Fig. 1: clock nets
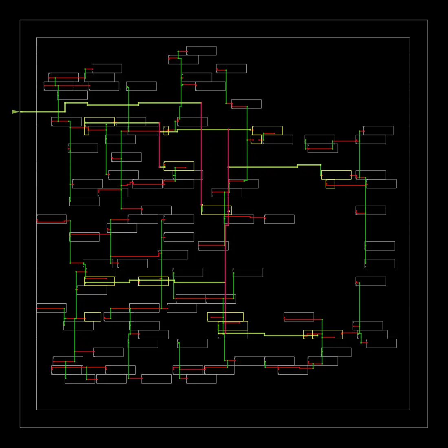
Fig. 2: floorplan with the power grid
Scale bar: 50 um. Pins as bars on the die edge.
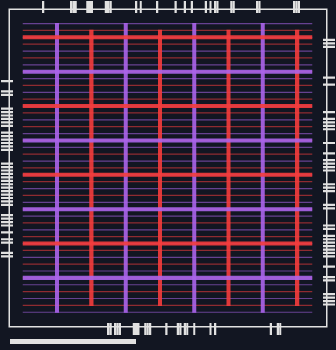
Fig. 3: cell classes on the final placement
Fill, decap, tap and diode cells in gray.
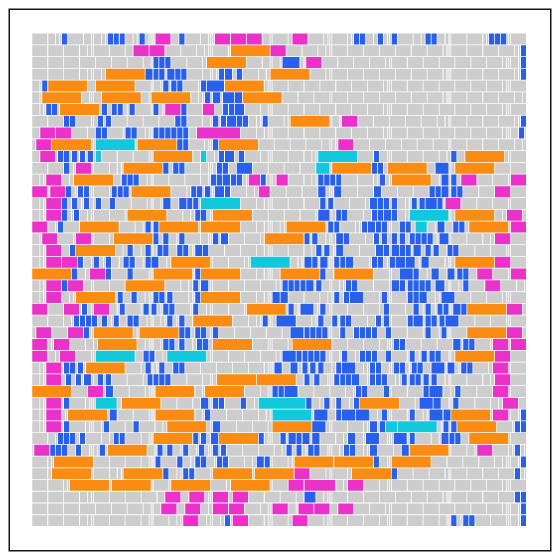
Fig. 4: routed metal, one color a layer
Scale bar: 50 um. Only two layers are drawn.
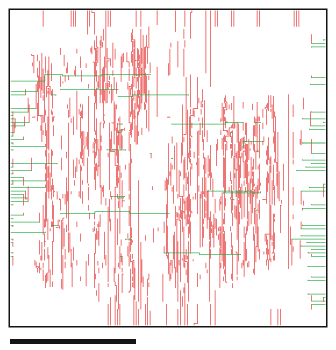
$ cat src/rtl/riscv_pkg.sv
// riscv_pkg: FSM states, opcode constants, instruction field positions and decode record for instr_ctrl
package riscv_pkg;
    typedef enum logic [2:0] {IDLE, FETCH, DECODE, EXEC, HALT} state_t;
    localparam logic [6:0]  OP_RTYPE = 7'b0110011;
    localparam logic [31:0] ECALL    = 32'h00000073;
    localparam int OPC_LSB = 0;
    localparam int RD_LSB  = 7;
    localparam int F3_LSB  = 12;
    localparam int RS1_LSB = 15;
    localparam int RS2_LSB = 20;
    localparam int F7_ALT  = 30;
    typedef struct packed {
        logic [4:0] rs1;
        logic [4:0] rs2;
        logic [4:0] rd;
        logic [3:0] op;
        logic       wr;
        logic       ecall;
    } dec_t;
endpackage

$ cat src/rtl/instr_decode.sv
// instr_decode: combinational field extraction and classification of one instruction word
module instr_decode
    import riscv_pkg::*;
(
    input  logic [31:0] instr,
    output dec_t        dec
);
    always_comb begin
        dec.rs1   = instr[RS1_LSB +: 5];
        dec.rs2   = instr[RS2_LSB +: 5];
        dec.rd    = instr[RD_LSB +: 5];
        dec.op    = {instr[F7_ALT], instr[F3_LSB +: 3]};
        dec.wr    = instr[OPC_LSB +: 7] == OP_RTYPE && instr[RD_LSB +: 5] != 5'd0;
        dec.ecall = instr == ECALL;
    end
endmodule

$ cat src/rtl/instr_ctrl.sv
// instr_ctrl: multi-cycle fetch/decode/execute controller; define INSTR_CTRL_INSTRET_EN to enable the instret counter
module instr_ctrl
    import riscv_pkg::*;
#(
    parameter int N = 32
) (
    input  logic         clk,
    input  logic         reset,
    output logic         imem_req,
    output logic [N-1:0] imem_addr,
    input  logic         imem_ack,
    input  logic [N-1:0] imem_rdata,
    input  logic         zero_f,
    output logic [4:0]   read_add1,
    output logic [4:0]   read_add2,
    output logic [4:0]   write_add,
    output logic [3:0]   OpCode,
    output logic         write_en,
    output logic         halted,
    output logic         last_zero,
    output logic [31:0]  instret
);
    state_t       state;
    logic [N-1:0] pc;
    logic [N-1:0] ir;
    logic [31:0]  dec_in;
    dec_t         dec;
    // decode the bus word during FETCH so the fields are already registered when DECODE begins
    assign dec_in    = state == FETCH ? imem_rdata[31:0] : ir[31:0];
    assign imem_addr = pc;
    instr_decode u_decode (
        .instr(dec_in),
        .dec  (dec)
    );
    always_ff @(posedge clk or posedge reset) begin
        if (reset) begin
            state     <= IDLE;
            pc        <= '0;
            ir        <= '0;
            imem_req  <= 1'b0;
            read_add1 <= '0;
            read_add2 <= '0;
            write_add <= '0;
            OpCode    <= '0;
            write_en  <= 1'b0;
            halted    <= 1'b0;
            last_zero <= 1'b0;
        end else begin
            write_en <= 1'b0;
            case (state)
                IDLE: begin
                    state    <= FETCH;
                    imem_req <= 1'b1;
                end
                FETCH: if (imem_ack) begin
                    state     <= DECODE;
                    imem_req  <= 1'b0;
                    ir        <= imem_rdata;
                    read_add1 <= dec.rs1;
                    read_add2 <= dec.rs2;
                    write_add <= dec.rd;
                    OpCode    <= dec.op;
                end
                DECODE: begin
                    state    <= EXEC;
                    write_en <= dec.wr;
                end
                EXEC: begin
                    last_zero <= zero_f;
                    state     <= dec.ecall ? HALT : FETCH;
                    imem_req  <= !dec.ecall;
                    halted    <= dec.ecall;
                    pc        <= dec.ecall ? pc : pc + N'(4);
                end
                default: ;
            endcase
        end
    end
`ifdef INSTR_CTRL_INSTRET_EN
    always_ff @(posedge clk or posedge reset) begin
        if (reset) instret <= '0;
        else if (state == EXEC) instret <= instret + 32'd1;
    end
`else
    assign instret = '0;
`endif
endmodule

$ cat config.mk
export PLATFORM = sky130hd
export DESIGN_NAME = instr_ctrl
export DESIGN_NICKNAME = d
export VERILOG_FILES = /design/src/rtl/riscv_pkg.sv /design/src/rtl/instr_decode.sv /design/src/rtl/instr_ctrl.sv
export SDC_FILE = /design/constraint.sdc
export NUM_CORES = 1
export LEC_CHECK = 0
export ABC_AREA = 1
export CAP_MARGIN = 40
export CORE_MARGIN = 5
export CORE_UTILIZATION = 35
export DETAILED_ROUTE_END_ITERATION = 8
export PLACE_DENSITY = 0.6
export SKIP_CTS_REPAIR_TIMING = 1
export SYNTH_ARGS = -nofsm -noshare
export SYNTH_HDL_FRONTEND = slang
export SYNTH_SLANG_ARGS = --single-unit
$ cat constraint.sdc
create_clock -name clk -period 2.6 [get_ports clk]
set_clock_uncertainty 0.2 [all_clocks]
set_input_delay 0.26 -clock clk [delete_from_list [all_inputs] [get_ports clk]]
set_output_delay 0.26 -clock clk [all_outputs]
set_load 0.01 [all_outputs]
==> flow_summary.json <==
{
  "outcome": "completed",
  "wl_met2_um": 5669,
  "crit_slowest_cell": "dfrtp_1",
  "fin_setup_tns_ns": 0,
  "timing.final.ws_setup_ns": 0.4761,
  "grt_start_max_net_pins": 89,
  "cts_num_sinks": 88,
  "p_total_mw": 2.813,
  "crit_path_end": "imem_addr[30]",
  "synthCells": 634,
  "highest_layer": "met4",
  "remaining_drc_errors": 0,
  "timing.rr.start": "imem_addr[2]",
  "min_path_type": "in -> async",
  "yosysWarnings": 0,
  "ant_nets": 0,
  "synth_adder_area_share_pct": 0.2701,
  "seqPwrFrac_pct": 48.7,
  "ys_sh_simple_pct": 36.65,
  "r2r_end": "imem_addr[30]",
  "io_buffers": 88,
  "path_cells": "ha_1, inv_1, nor2_1, inv_1, nor2_1, nand2_1, nand2_1, nand2_1, nand3_1, nand2_1",
  "yosys.area.top_type": "dfrtp_1",
  "cp-end-kind": "flip-flop",
  "utilization_pct": 45.10,
  "die_h_um": 125.1,
  "wl_met3_um": 713,
  "ys_area_mm2": 0.004633,
  "path_class": "reg -> reg",
  "antenna_found_initial": 0,
  "overflow": 0,
  "syn_to_final_growth_pct": 27.38,
  "path_clk_slew_ns": 0.06,
  "mostFrequentLayoutCells": "284 x nand2_1, 88 x dfrtp_1, 88 x clkdlybuf4s50_1, 79 x nor2_1, 44 x nand3_1",
  "max_cap_violations": 0,
  "post-place-ws_ns": 0.4300,
  "routedWlPerCell_um": 13.25,
  "final_common_cell": "nand2_1",
  "io_pins": 123,
  "max_stage_delay_ns": 0.48,
  "worstPathMaxFanout": 6,
  "ys_cells": 634,
  "setup_viol": 0,
  "top_area_share_pct": 47.53,
  "area_leaders": "dfrtp_1 48%, nand2_1 23%, nor2_1 6.5%",
  "logic_family": "simple AND/OR/NAND/NOR gates",
  "critPathMostFrequentCell": "nand2_1",
  "post-dp-hpwl_um": 8668,
  "p_comb_share_pct": 4.4,
  "drt_wl_total_um": 11940,
  "syn_area_mm2": 0.004633,
  "ys.flops": 88,
  "p_leak_nw": 2.969,
  "p_sw_mw": 0.6169,
  "fin_area_mm2": 0.005902,
  "ys_seq_share_pct": 47.53,
  "fin_crit_sh_pct": 81.69,
  "tool_warnings": 26,
  "mux_area_share_pct": 0.2430,
  "n_antenna_cell": 0,
  "p_int_mw": 2.196,
  "vdd_drop_max_mv": 0.3998,
  "die_width_um": 125.1,
  "cp.arrival_ns": 2.16,
  "reg2reg_setup_slack_ns": 0.48,
  "cp-start-kind": "flip-flop",
  "dieArea_mm2": 0.01564,
  "crit_path_start": "imem_addr[2]",
  "globalRouteTotalUtil_pct": 15.49,
  "layout-drive-gt1-share_pct": 3.724,
  "fmax_mhz": 470.8,
  "first_global_vias": 4143,
  "cp.required_ns": 2.63,
  "grt_pass1_wl_um": 19930,
  "core_mm2": 0.01309,
  "min_period_ns": 2.124,
  "first_iter_violations": 329,
  "avgViaCountPerCell": 4.524,
  "fin_worst_hold_slack_ns": 0.1954,
  "rr_worst_depth": 10,
  "vias": 4076,
  "power_density_mw_per_mm2": 476.6,
  "fin_nets": 757,
  "drt-met1-wl_um": 5346,
  "switching_share_pct": 21.93,
  "fin_cells": 901,
  "ys_sh_xor_pct": 3.781,
  "clk_path_buf_depth": 2,
  "synth_cell_type_count": 25,
  "compound_area_share_pct": 1.350,
  "placed_cell_area_mm2": 0.005602,
  "dr.pass1.iters": 4,
  "core.rowCount": 42,
  "fill_cells": 1333,
  "initCoreUtil_pct": 35.41,
  "root_buffer": "clkbuf_16",
  "hold_viol_final": 0,
  "synth_area_per_cell_um2": 7.308,
  "p_clk_share_pct": 46.9,
  "place_congestion": 0.9047
}
-- Fig. 1 (at the start) --
Clk. pwr: 1.32 mW
worst skew pair latency: 0.35 ns
sequential cell count: 88
Num CTS Buffers: 9
clock buffer count: 12

-- Fig. 2 (at the start) --
Red stands for VDD. Purple stands for VSS.
43 met1 rails follow the rows. 8 straps on met4. The core has 42 rows.

-- Fig. 3 (at the start) --
Blue stands for combinational and other logic, cells 527. Magenta stands for other buffers and delay cells, cells 94. Cyan stands for clock drivers and dummy loads, cells 16. Orange stands for flops, cells 88.

-- Fig. 4 (at the start) --
Red stands for metal 2, wire length 5670 um. Green stands for metal 3, wire length 713 um.

-- cells in the mapped netlist, drive strengths merged --
cell type	count
clkbuf	8
xnor2	8
inv	33
nand3	45
dfrtp	88
nor4	1
mux2	1
a21oi	2
o21ai	9
a22oi	1
clkinv	1
nor3	5
nand4	7
ha	1
nand2	284
xor2	12
nor2	81
buf	44
nand3b	2
conb	1
-- layer usage --
layer | global-route usage [%] | up-vias
met3 | 5.373 | 16
met5 | 0 | -
li1 | - | 2052
met4 | 4.337 | 0
met2 | 25.69 | 114
met1 | 19.28 | 1894
-- flip-flops by register name, summed over array words and instances, names as in the netlist --
signal	flops
OpCode	4
state	3
ir	32
read_add2	5
imem_req	1
read_add1	5
halted	1
last_zero	1
write_add	5
imem_addr	30
write_en	1
-- cell type report --
| type | count | area [um2] | share of cell area, % |
|---|---|---|---|
| Inverter | 34 | 131.4 | 2.226 |
| Sequential cell | 88 | 2202 | 37.31 |
| Multi-Input combinational cell | 493 | 2090 | 35.40 |
| Timing Repair Buffer | 94 | 958.4 | 16.24 |
| Clock inverter | 4 | 53.80 | 0.9116 |
| Clock buffer | 12 | 246.5 | 4.176 |
| Tap cell | 176 | 220.2 | 3.731 |
-- worst max-delay path: cells and delay by family (launching register included) --
kind / cells / cell delay [ns]
buf+inv: 2 / 0.14
flops: 1 / 0.48
fa+ha+maj: 1 / 0.27
simple gates: 7 / 0.92
-- power groups by stage --
stage | sequential [mW] | clock [mW] | combinational (mW)
after floorplan | 1.39 | 0 | 0.0871
after global placement | 1.39 | 0 | 0.125
after detailed placement | 1.39 | 0 | 0.126
after CTS | 1.37 | 1.35 | 0.126
after global routing | 1.37 | 1.42 | 0.140
final | 1.37 | 1.32 | 0.124
Power is estimated from default activity; no workload was simulated.
